==> config.mk <==
export PLATFORM = sky130hd
export DESIGN_NAME = worley_point_animator
export DESIGN_NICKNAME = d
export VERILOG_FILES = /design/src/rtl/worley_point_animator.sv
export SDC_FILE = /design/constraint.sdc
export NUM_CORES = 1
export LEC_CHECK = 0
export CORE_MARGIN = 1.5
export CORE_UTILIZATION = 40
export CTS_CLUSTER_DIAMETER = 100
export DETAILED_ROUTE_END_ITERATION = 10
export PLACE_DENSITY = 0.67
export SKIP_LAST_GASP = 1
export SLEW_MARGIN = 20
export SYNTH_ARGS = -nofsm -noshare
export SYNTH_HDL_FRONTEND = slang
export SYNTH_SLANG_ARGS = --single-unit
==> constraint.sdc <==
create_clock -name clk -period 5.17 [get_ports clk]
set_clock_uncertainty 0.15 [all_clocks]
set_input_delay 1.2925 -clock clk [delete_from_list [all_inputs] [get_ports clk]]
set_output_delay 1.2925 -clock clk [all_outputs]
set_load 0.01 [all_outputs]
==> src/rtl/worley_point_animator.sv <==
// rtl/worley_point_animator.sv - per-frame Worley seed point animator with border reflection
// Optional WORLEY_JITTER_EN: LFSR-driven speed reload whenever an axis reflects.
module worley_point_animator #(
  parameter int H_DISPLAY = 640,
  parameter int V_DISPLAY = 480
) (
  input  logic        clk,
  input  logic        reset,
  input  logic        vsync,
  input  logic        pause,
  output logic [39:0] pts_x,
  output logic [39:0] pts_y,
  output logic [19:0] frame_count,
  output logic        pts_updated,
  output logic        busy
);

  typedef enum logic [2:0] {S_IDLE, S_UPD0, S_UPD1, S_UPD2, S_UPD3, S_COMMIT} state_t;

  localparam logic [10:0] X_LIM = 11'(H_DISPLAY);
  localparam logic [10:0] Y_LIM = 11'(V_DISPLAY);
  localparam logic [9:0]  X_RST  [4] = '{10'd100, 10'd300, 10'd500, 10'd100};
  localparam logic [9:0]  Y_RST  [4] = '{10'd100, 10'd200, 10'd400, 10'd380};
  localparam logic [2:0]  SX_RST [4] = '{3'd1, 3'd2, 3'd1, 3'd3};
  localparam logic [2:0]  SY_RST [4] = '{3'd1, 3'd1, 3'd3, 3'd2};

  state_t      r_state;
  logic        r_vsync_q;
  logic [9:0]  r_shx [4];
  logic [9:0]  r_shy [4];
  logic        r_dx  [4];
  logic        r_dy  [4];
  logic [2:0]  w_sx  [4];
  logic [2:0]  w_sy  [4];
  logic [1:0]  w_idx;
  state_t      w_next;
  logic [10:0] w_stx;
  logic [10:0] w_sty;

  // Returns {flip, new_pos}; 11-bit sum keeps pos+speed from wrapping before the compare.
  function automatic logic [10:0] axis_step(input logic [9:0] pos, input logic [2:0] spd,
                                            input logic dir, input logic [10:0] lim);
    logic [10:0] n;
    logic [10:0] last;
    last = lim - 11'd1;
    if (dir) begin
      n = {1'b0, pos} + {8'b0, spd};
      if (n > last) return {1'b1, last[9:0]};
      return {1'b0, n[9:0]};
    end
    if ({1'b0, pos} < {8'b0, spd}) return {1'b1, 10'd0};
    return {1'b0, pos - {7'b0, spd}};
  endfunction

  always_comb begin
    w_idx  = 2'd0;
    w_next = S_IDLE;
    case (r_state)
      S_UPD0: begin w_idx = 2'd0; w_next = S_UPD1;   end
      S_UPD1: begin w_idx = 2'd1; w_next = S_UPD2;   end
      S_UPD2: begin w_idx = 2'd2; w_next = S_UPD3;   end
      S_UPD3: begin w_idx = 2'd3; w_next = S_COMMIT; end
      default: ;
    endcase
  end

  assign w_stx = axis_step(r_shx[w_idx], w_sx[w_idx], r_dx[w_idx], X_LIM);
  assign w_sty = axis_step(r_shy[w_idx], w_sy[w_idx], r_dy[w_idx], Y_LIM);

`ifdef WORLEY_JITTER_EN
  logic [15:0] r_lfsr;
  logic [2:0]  r_sx [4];
  logic [2:0]  r_sy [4];

  always_ff @(posedge clk) begin
    if (reset) begin
      r_lfsr <= 16'hACE1;
      for (int i = 0; i < 4; i++) begin
        r_sx[i] <= SX_RST[i];
        r_sy[i] <= SY_RST[i];
      end
    end else begin
      r_lfsr <= {r_lfsr[14:0], r_lfsr[15] ^ r_lfsr[13] ^ r_lfsr[12] ^ r_lfsr[10]};
      if (r_state inside {S_UPD0, S_UPD1, S_UPD2, S_UPD3}) begin
        if (w_stx[10]) r_sx[w_idx] <= {1'b0, r_lfsr[1:0]} + 3'd1;
        if (w_sty[10]) r_sy[w_idx] <= {1'b0, r_lfsr[1:0]} + 3'd1;
      end
    end
  end

  always_comb begin
    for (int i = 0; i < 4; i++) begin
      w_sx[i] = r_sx[i];
      w_sy[i] = r_sy[i];
    end
  end
`else
  always_comb begin
    for (int i = 0; i < 4; i++) begin
      w_sx[i] = SX_RST[i];
      w_sy[i] = SY_RST[i];
    end
  end
`endif

  // Reset also aborts any in-flight update: the shadow snaps back and no strobe is issued.
  always_ff @(posedge clk) begin
    if (reset) begin
      r_state     <= S_IDLE;
      r_vsync_q   <= 1'b0;
      frame_count <= 20'd0;
      pts_updated <= 1'b0;
      busy        <= 1'b0;
      for (int i = 0; i < 4; i++) begin
        r_shx[i]          <= X_RST[i];
        r_shy[i]          <= Y_RST[i];
        r_dx[i]           <= 1'b1;
        r_dy[i]           <= 1'b1;
        pts_x[i*10 +: 10] <= X_RST[i];
        pts_y[i*10 +: 10] <= Y_RST[i];
      end
    end else begin
      r_vsync_q   <= vsync;
      pts_updated <= 1'b0;
      case (r_state)
        S_IDLE: begin
          if (vsync && !r_vsync_q && !pause) begin
            r_state <= S_UPD0;
            busy    <= 1'b1;
          end
        end
        S_UPD0, S_UPD1, S_UPD2, S_UPD3: begin
          r_shx[w_idx] <= w_stx[9:0];
          r_shy[w_idx] <= w_sty[9:0];
          if (w_stx[10]) r_dx[w_idx] <= ~r_dx[w_idx];
          if (w_sty[10]) r_dy[w_idx] <= ~r_dy[w_idx];
          r_state <= w_next;
        end
        S_COMMIT: begin
          for (int i = 0; i < 4; i++) begin
            pts_x[i*10 +: 10] <= r_shx[i];
            pts_y[i*10 +: 10] <= r_shy[i];
          end
          frame_count <= frame_count + 20'd1;
          pts_updated <= 1'b1;
          busy        <= 1'b0;
          r_state     <= S_IDLE;
        end
        default: begin
          r_state <= S_IDLE;
          busy    <= 1'b0;
        end
      endcase
    end
  end

endmodule

**Run 1: signal wires on met1**

Supply wires on this layer in gray.
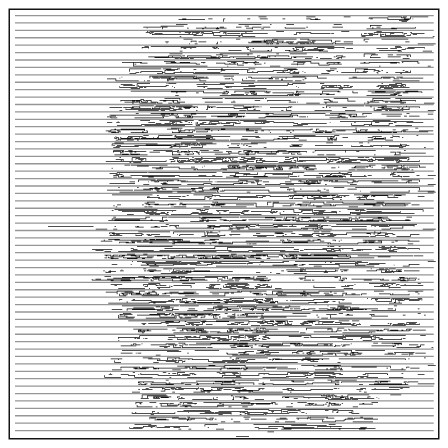
- share of all routed wire: 46%
- main direction: horizontal
- wire length on this layer: 12200 um
grt met1 use: 30.1%
routed via count: 7897
WL final: 26.6 mm

**Run 1: M2 wires**

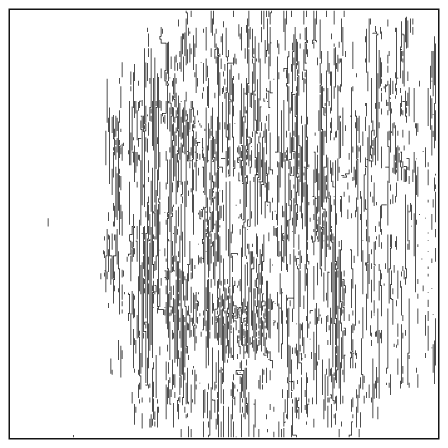
- wire length on this layer: 12100 um
- longest straight run: 53.0 um
- share of all routed wire: 46%
- main direction: vertical
- nets with wire on the layer: 914
GR Util met2: 34.2%

==> ci_impl_report.md, run 1 <==
## Implementation flow summary

| Metric | Value |
|---|---|
| Ys Warns | `0` |
| Total CTS buffers | `17` |
| AND-OR/OR-AND Cells, Area Fraction | `15.1%` |
| CTS tree | `done` |
| Peak supply drop | `0.230 mV` |
| WL met2 | `12.1 mm` |
| Area of the mapped netlist | `0.00950 mm2` |
| Share of synthesized registers carrying an async set or reset | `0%` |
| Cells after DPL | `1400` |
| GRT Max-Usage Layer | `met2` |
| CTS HTree Levels | `4` |
| Post_cts resized | `0` |
| Signal buffers | `125` |
| Commonest cells in the netlist | `nand2_1 (219), dfxtp_1 (112), a21oi_1 (87)` |
| Startpoint class of the critical path | `flop` |
| Registers | `194` |
| Hold endpoint | `pts_x[37]$_SDFFE_PP0P_` |
| Outcome | `finished, final reports clean` |
| Reg2reg end | `r_shx[2][4]$_SDFFCE_PN1P_` |
| Syn Inst Count | `1019` |
| GRT overflow | `0` |
| Multi-input gates | `732` |
| # fillers | `2183` |
| Register share after synthesis | `49.5%` |
| Commonest flop | `dfxtp_1` |
| Mux area share | `3.97%` |
| WP buf/inv | `2` |
| Mean Syn Cell Area | `9.32 um2` |
| Count leader, synth | `nand2_1` |
| Hold_buf cts | `0` |
| Yosys simple share | `21.8%` |
| Global placement routability congestion | `0.991` |
| Worst Reg2Reg Path Length in Cells | `13` |
| Worst Tran Pin Value | `1.09 ns` |
| Comb area share | `38.2%` |
| First-pass GRT wire length | `41.1 mm` |
| Maxcap violations | `0` |
| Post-Synth XOR/XNOR Area | `2.86%` |
| WL met3 | `1.46 mm` |
| CP Data Required Time | `5.16 ns` |
| Drt pass-1 iters | `8` |
| # nets final | `1116` |
**Run 1: the metal 3 layer**

Scale bar: 50 um. Cells faint in the background.
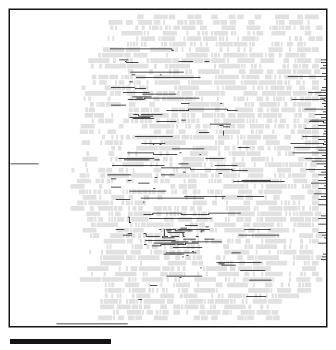
- wire length on this layer: 1460 um
- share of all routed wire: 5.5%
- main direction: horizontal
met3 Usage GRT: 3.17%

==> run 1 -> run 2 <==
- clock period: 5.17 -> 3.9 ns (I/O delays scaled with it)
**Run 2: signal wires on met1**

Supply wires on this layer in gray.
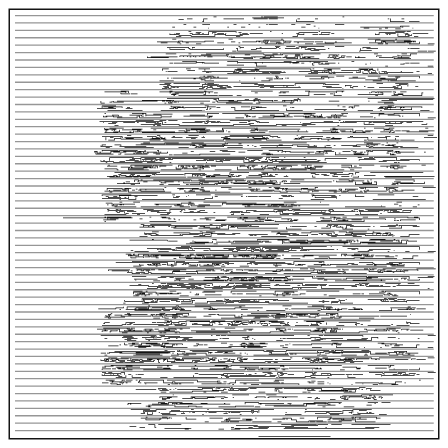
- longest straight run: 49.7 um
- main direction: horizontal
- nets with wire on the layer: 1080
- share of all routed wire: 46%
routed via count: 8015
WL final: 27.2 mm
grt met1 use: 31.0%

**Run 2: the metal 3 layer**

Scale bar: 50 um. Cells faint in the background.
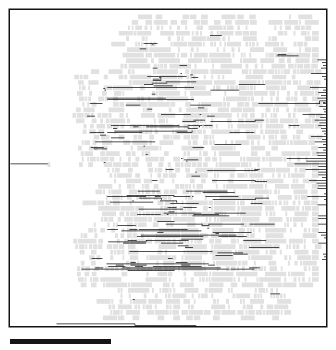
- main direction: horizontal
- nets with wire on the layer: 153
- share of all routed wire: 7.5%
- wire length on this layer: 2040 um
- longest straight run: 73.1 um
met3 Usage GRT: 4.41%

==> ci_impl_report.md, run 2 <==
## Implementation flow summary

| Metric | Value |
|---|---|
| Syn Inst Count | `1019` |
| Hold endpoint | `pts_x[7]$_SDFFE_PP0P_` |
| Share of synthesized registers carrying an async set or reset | `0%` |
| Post-Synth XOR/XNOR Area | `2.86%` |
| CP Data Required Time | `3.92 ns` |
| Area of the mapped netlist | `0.00950 mm2` |
| WP buf/inv | `3` |
| Int Power | `3.36 mW` |
| Total CTS buffers | `17` |
| Outcome | `finished, final reports clean` |
| Global placement routability congestion | `0.931` |
| Ys Warns | `0` |
| Reg2reg end | `r_shx[1][6]$_SDFFCE_PN0P_` |
| # fillers | `2167` |
| Worst Reg2Reg Path Length in Cells | `12` |
| WL met2 | `12.0 mm` |
| CTS HTree Levels | `4` |
| Worst Tran Pin Value | `0.826 ns` |
| GRT Max-Usage Layer | `met2` |
| Multi-input gates | `732` |
| Comb pwr | `0.737 mW` |
| Drt pass-1 iters | `5` |
| Hold_buf cts | `0` |
| First-pass GRT wire length | `41.8 mm` |
| Count leader, synth | `nand2_1` |
| AND-OR/OR-AND Cells, Area Fraction | `15.1%` |
| Cells after DPL | `1439` |
| GR Util met2 | `33.9%` |
| Signal buffers | `164` |
| # nets final | `1155` |
| Yosys simple share | `21.8%` |
| Comb area share | `37.6%` |
| Commonest flop | `dfxtp_1` |
| Registers | `194` |
| Register share after synthesis | `49.5%` |
| Cell family with most CP delay | `simple AND/OR/NAND/NOR gates` |
| Mux area share | `3.97%` |
| WL met3 | `2.04 mm` |
| Mean Syn Cell Area | `9.32 um2` |
| Commonest cells in the netlist | `nand2_1 (219), dfxtp_1 (112), a21oi_1 (87)` |
| CTS tree | `done` |
**Run 2: M4 wires**

Supply wires on this layer in gray. Cells faint in the background.
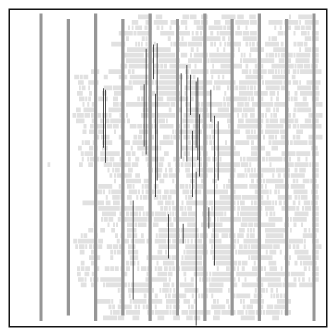
- longest straight run: 76.2 um
- nets with wire on the layer: 18
- main direction: vertical
- wire length on this layer: 816 um

Power and IR drop assume default switching activity.
